File: src/rtl/write_check_pkg.sv
// Shared types for the tagged write-beat scoreboard: slot states, error codes
// and the per-slot status record the top level arbitrates over.
package write_check_pkg;

  typedef enum logic [1:0] {IDLE, ACTIVE, LAST_WAIT} slot_state_t;

  typedef enum logic [2:0] {
    ERR_NONE    = 3'd0,
    ERR_DATA    = 3'd1,
    ERR_OVERRUN = 3'd2,
    ERR_TAG     = 3'd3,
    ERR_REALLOC = 3'd4
  } err_code_t;

  // Beat index field is sized for the widest supported line; the top truncates.
  localparam int BEAT_IDX_MAX_W = 8;

  typedef struct packed {
    err_code_t                 code;
    logic [BEAT_IDX_MAX_W-1:0] beat;
  } slot_status_t;

endpackage

File: src/rtl/write_check_slot.sv
// One tag slot: holds the expected line and beat index, checks beats for its
// own tag and reports this cycle's error (already prioritised) and completion.
module write_check_slot
  import write_check_pkg::*;
#(
  parameter int LINE_W = 128,
  parameter int BEAT_W = 8,
  parameter int TAG_W  = 4,
  parameter int MY_TAG = 0
) (
  input  logic              clk,
  input  logic              reset,
  input  logic              write_request,
  input  logic              write_request_ack,
  input  logic [TAG_W-1:0]  write_request_ack_tag,
  input  logic [LINE_W-1:0] model_data,
  input  logic              data_valid,
  input  logic [TAG_W-1:0]  data_valid_tag,
  input  logic [BEAT_W-1:0] data,
  input  logic              last_data_valid,
  input  logic              retry,
  input  logic [TAG_W-1:0]  retry_tag,
  output slot_status_t      status,
  output logic              done,
  output logic              busy
);

  localparam int BEATS = LINE_W / BEAT_W;
  localparam int SEL_W = $clog2(BEATS);
  localparam int IDX_W = SEL_W + 1;
  localparam logic [SEL_W-1:0] LAST_SEL = SEL_W'(BEATS - 1);

  slot_state_t                    state_q, state_d;
  logic [BEATS-1:0][BEAT_W-1:0]   line_q, line_d;
  logic [IDX_W-1:0]               idx_q, idx_d;

  logic open_hit, beat_hit, retry_hit, at_end;
  logic d_err, ovr_err, tag_err, re_err;
  logic [SEL_W-1:0]  sel;
  logic [BEAT_W-1:0] exp_beat;

  always_comb begin
    open_hit  = write_request && write_request_ack && (write_request_ack_tag == TAG_W'(MY_TAG));
    beat_hit  = data_valid && (data_valid_tag == TAG_W'(MY_TAG));
    retry_hit = retry && (retry_tag == TAG_W'(MY_TAG));
    at_end    = (idx_q == IDX_W'(BEATS));
    // Beat 0 sits in the most significant lane of the line.
    sel       = LAST_SEL - idx_q[SEL_W-1:0];
    exp_beat  = line_q[sel];
  end

  always_comb begin
    state_d = state_q;
    line_d  = line_q;
    idx_d   = idx_q;
    done    = 1'b0;
    d_err   = 1'b0;
    ovr_err = 1'b0;
    tag_err = 1'b0;
    re_err  = 1'b0;
    case (state_q)
      IDLE: tag_err = beat_hit || retry_hit;
      ACTIVE: begin
        if (beat_hit) begin
          if (at_end)                 ovr_err = 1'b1;
          else if (data != exp_beat)  d_err   = 1'b1;
        end
        // Retry dominates a coincident beat, including its last flag.
        if (retry_hit)                idx_d = '0;
        else if (beat_hit) begin
          if (last_data_valid)        state_d = LAST_WAIT;
          else if (!at_end)           idx_d = idx_q + IDX_W'(1);
        end
        re_err = open_hit;
      end
      LAST_WAIT: begin
        tag_err = beat_hit;
        if (retry_hit) begin
          state_d = ACTIVE;
          idx_d   = '0;
        end else begin
          state_d = IDLE;
          done    = 1'b1;
        end
      end
      default: state_d = IDLE;
    endcase
    if (open_hit) begin
      state_d = ACTIVE;
      line_d  = model_data;
      idx_d   = '0;
    end
  end

  always_comb begin
    status.beat = BEAT_IDX_MAX_W'(idx_q);
    if (d_err)        status.code = ERR_DATA;
    else if (ovr_err) status.code = ERR_OVERRUN;
    else if (tag_err) status.code = ERR_TAG;
    else if (re_err)  status.code = ERR_REALLOC;
    else              status.code = ERR_NONE;
    busy = (state_q != IDLE);
  end

  always_ff @(posedge clk) begin
    if (reset) begin
      state_q <= IDLE;
      idx_q   <= '0;
    end else begin
      state_q <= state_d;
      idx_q   <= idx_d;
    end
    line_q <= line_d;
  end

endmodule

File: src/rtl/write_beat_scoreboard.sv
// Tagged multi-beat write checker: one slot per tag, lowest-tag error select,
// registered error/done outputs and a live count of busy slots.
module write_beat_scoreboard
  import write_check_pkg::*;
#(
  parameter int LINE_W = 128,
  parameter int BEAT_W = 8,
  parameter int TAG_W  = 4
) (
  input  logic                                clk,
  input  logic                                reset,
  input  logic                                write_request,
  input  logic                                write_request_ack,
  input  logic [TAG_W-1:0]                    write_request_ack_tag,
  input  logic [LINE_W-1:0]                   model_data,
  input  logic                                data_valid,
  input  logic [TAG_W-1:0]                    data_valid_tag,
  input  logic [BEAT_W-1:0]                   data,
  input  logic                                last_data_valid,
  input  logic                                retry,
  input  logic [TAG_W-1:0]                    retry_tag,
  output logic                                err_valid,
  output logic [2:0]                          err_code,
  output logic [TAG_W-1:0]                    err_tag,
  output logic [$clog2(LINE_W/BEAT_W):0]      err_beat,
  output logic                                err_sticky,
  output logic                                done,
  output logic [TAG_W-1:0]                    done_tag,
  output logic [TAG_W:0]                      outstanding
);

  localparam int NUM_TAGS = 2 ** TAG_W;
  localparam int IDX_W    = $clog2(LINE_W / BEAT_W) + 1;

  slot_status_t [NUM_TAGS-1:0] status;
  logic [NUM_TAGS-1:0]         done_v, busy_v;

  for (genvar t = 0; t < NUM_TAGS; t++) begin : g_slot
    write_check_slot #(
      .LINE_W(LINE_W), .BEAT_W(BEAT_W), .TAG_W(TAG_W), .MY_TAG(t)
    ) u_slot (
      .clk                   (clk),
      .reset                 (reset),
      .write_request         (write_request),
      .write_request_ack     (write_request_ack),
      .write_request_ack_tag (write_request_ack_tag),
      .model_data            (model_data),
      .data_valid            (data_valid),
      .data_valid_tag        (data_valid_tag),
      .data                  (data),
      .last_data_valid       (last_data_valid),
      .retry                 (retry),
      .retry_tag             (retry_tag),
      .status                (status[t]),
      .done                  (done_v[t]),
      .busy                  (busy_v[t])
    );
  end

  err_code_t        sel_code;
  logic [TAG_W-1:0] sel_tag, sel_done_tag;
  logic [IDX_W-1:0] sel_beat;
  logic             sel_done;
  logic [TAG_W:0]   busy_cnt;

  // Walk high to low so the lowest flagged tag is the one left standing.
  always_comb begin
    sel_code     = ERR_NONE;
    sel_tag      = '0;
    sel_beat     = '0;
    sel_done     = 1'b0;
    sel_done_tag = '0;
    busy_cnt     = '0;
    for (int t = NUM_TAGS - 1; t >= 0; t--) begin
      if (status[t].code != ERR_NONE) begin
        sel_code = status[t].code;
        sel_tag  = TAG_W'(t);
        sel_beat = status[t].beat[IDX_W-1:0];
      end
      if (done_v[t]) begin
        sel_done     = 1'b1;
        sel_done_tag = TAG_W'(t);
      end
      busy_cnt = busy_cnt + (TAG_W+1)'(busy_v[t]);
    end
  end

  assign outstanding = busy_cnt;

  always_ff @(posedge clk) begin
    if (reset) begin
      err_valid  <= 1'b0;
      err_code   <= '0;
      err_tag    <= '0;
      err_beat   <= '0;
      err_sticky <= 1'b0;
      done       <= 1'b0;
      done_tag   <= '0;
    end else begin
      err_valid  <= (sel_code != ERR_NONE);
      err_code   <= sel_code;
      err_tag    <= sel_tag;
      err_beat   <= sel_beat;
      err_sticky <= err_sticky | (sel_code != ERR_NONE);
      done       <= sel_done;
      done_tag   <= sel_done_tag;
    end
  end

endmodule

File: config.mk
export PLATFORM = sky130hd
export DESIGN_NAME = write_beat_scoreboard
export DESIGN_NICKNAME = d
export VERILOG_FILES = /design/src/rtl/write_check_pkg.sv /design/src/rtl/write_check_slot.sv /design/src/rtl/write_beat_scoreboard.sv
export SDC_FILE = /design/constraint.sdc
export NUM_CORES = 2
export LEC_CHECK = 0
export CORE_ASPECT_RATIO = 1.2
export CORE_MARGIN = 3
export CORE_UTILIZATION = 56
export CTS_CLUSTER_SIZE = 30
export DETAILED_ROUTE_END_ITERATION = 12
export GPL_TIMING_DRIVEN = 0
export PLACE_DENSITY = 0.79
export SKIP_CTS_REPAIR_TIMING = 1
export SYNTH_ARGS = -nofsm -noshare
export SYNTH_HDL_FRONTEND = slang
export SYNTH_SLANG_ARGS = --single-unit
File: constraint.sdc
create_clock -name clk -period 12.49 [get_ports clk]
set_clock_uncertainty 0.1 [all_clocks]
set_input_delay 1.249 -clock clk [delete_from_list [all_inputs] [get_ports clk]]
set_output_delay 1.249 -clock clk [all_outputs]
set_load 0.02 [all_outputs]
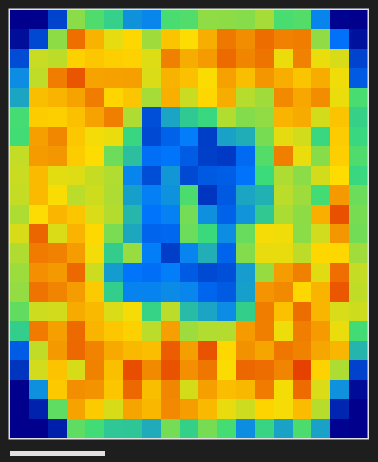
*Cell area per tile*
Bar = 100 um. 19 x 22 tiles, from dark blue (low) to red (high), 0 to 100% covered.
39% of the tiles are over 75% full. The fullest tile reaches 93%. The mean over all tiles is 60%.

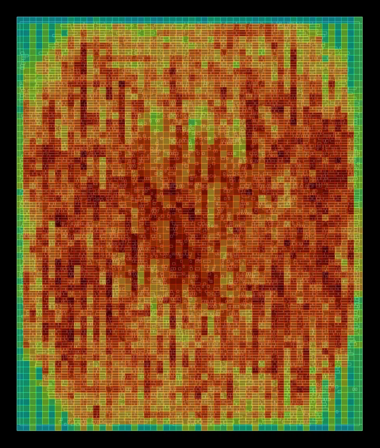
*Track usage over the die*
met1 Use GR: 51.9%
GRT Util Overall: 42.8%
Top Usage Layer GRT: met2
post-DR wirelength/cell: 43.9 um
final core utilization: 64.5%

==> out/metrics.yaml <==
clock_tree:
  cts-htree-levels: 4
  clock_path_buffers: 3
run_status:
  status: "complete, but fails checks"
  violations: "capacitance limit, slew limit"
yosys:
  synth-async-reset-ratio_pct: 0
  ys_sh_mux_pct: 13.5
  yosys_area_mm2: 0.0914
  yosysCellCount: 5472
floorplanning:
  pin_count: 179
critical_path:
  r2r_cells: 14
sta:
  tns_ns: 0
  slew_violations: 763
  relSlewSlack_pct: -13.1
  hold-worst-slack_ns: 0.440
  setup_viol: 0
run:
  drv_cap: 50
drt:
  vias_per_cell: 7.12
  drc: 0
power_and_ir_drop:
  power_leakage_nw: 33.1
layout:
  stdcell_area_mm2: 0.104
-- state kept, by name, summed over array words and instances, names as in the netlist, 3 cells and up --
name                   count
done_tag                   4
g_slot.u_slot.state_q     32
err_beat                   5
g_slot.u_slot.line_q    2048
err_code                   3
g_slot.u_slot.idx_q       80
err_tag                    4
-- worst max path at each step --
| stage | depth (start not counted) | end | slack [ns] | from |
|---|---|---|---|---|
| floorplan | 4 | g_slot[2].u_slot.idx_q[0] | 1.13 | write_request_ack_tag[3] |
| finish | 13 | err_beat[2] | 3.84 | data[6] |
| global route | 13 | err_beat[2] | 4.11 | data[6] |
| global placement | 5 | g_slot[3].u_slot.idx_q[1] | -4.53 | write_request |
| detailed placement | 13 | err_beat[2] | 3.55 | data[6] |
| CTS | 13 | err_beat[2] | 4.46 | data[6] |
-- cell type report --
class                      count  area [um^2]  share of cell area [%]
multi-input combinational   2932        25700                    24.7
inverter                      85          324                   0.311
clock inverter               122         1360                    1.30
buffer                       276         1440                    1.38
timing repair buffer         264         2990                    2.87
tap                         2119         2650                    2.55
antenna                       43          108                   0.103
clock buffer                 254         5430                    5.22
sequential                  2179        64100                    61.6
-- worst max-delay path: stages --
cell	delay, ns
clkdlybuf4s50_1	0.68
buf_2	0.61
buf_2	0.83
buf_2	0.88
xnor2_1	0.22
a2111oi_1	0.90
a31oi_1	0.50
nor2_1	0.73
nor2_1	0.19
a211o_1	0.34
a211oi_1	0.71
o31ai_1	0.24
a221oi_1	1.10
-- power breakdown --
group          switching (mW)  internal [mW]
logic                   0.794          0.261
clock network            2.85           3.49
registers              0.0269           8.08
-- per-layer routing --
metal	vias to the layer above	wire length, um	track usage, %
met5	-	0	0
met4	0	40200	38.0
met3	1315	50600	11.3
met2	5698	160000	63.5
met1	29300	112000	51.9
li1	22600	-	-
Power is estimated from default activity; no workload was simulated.
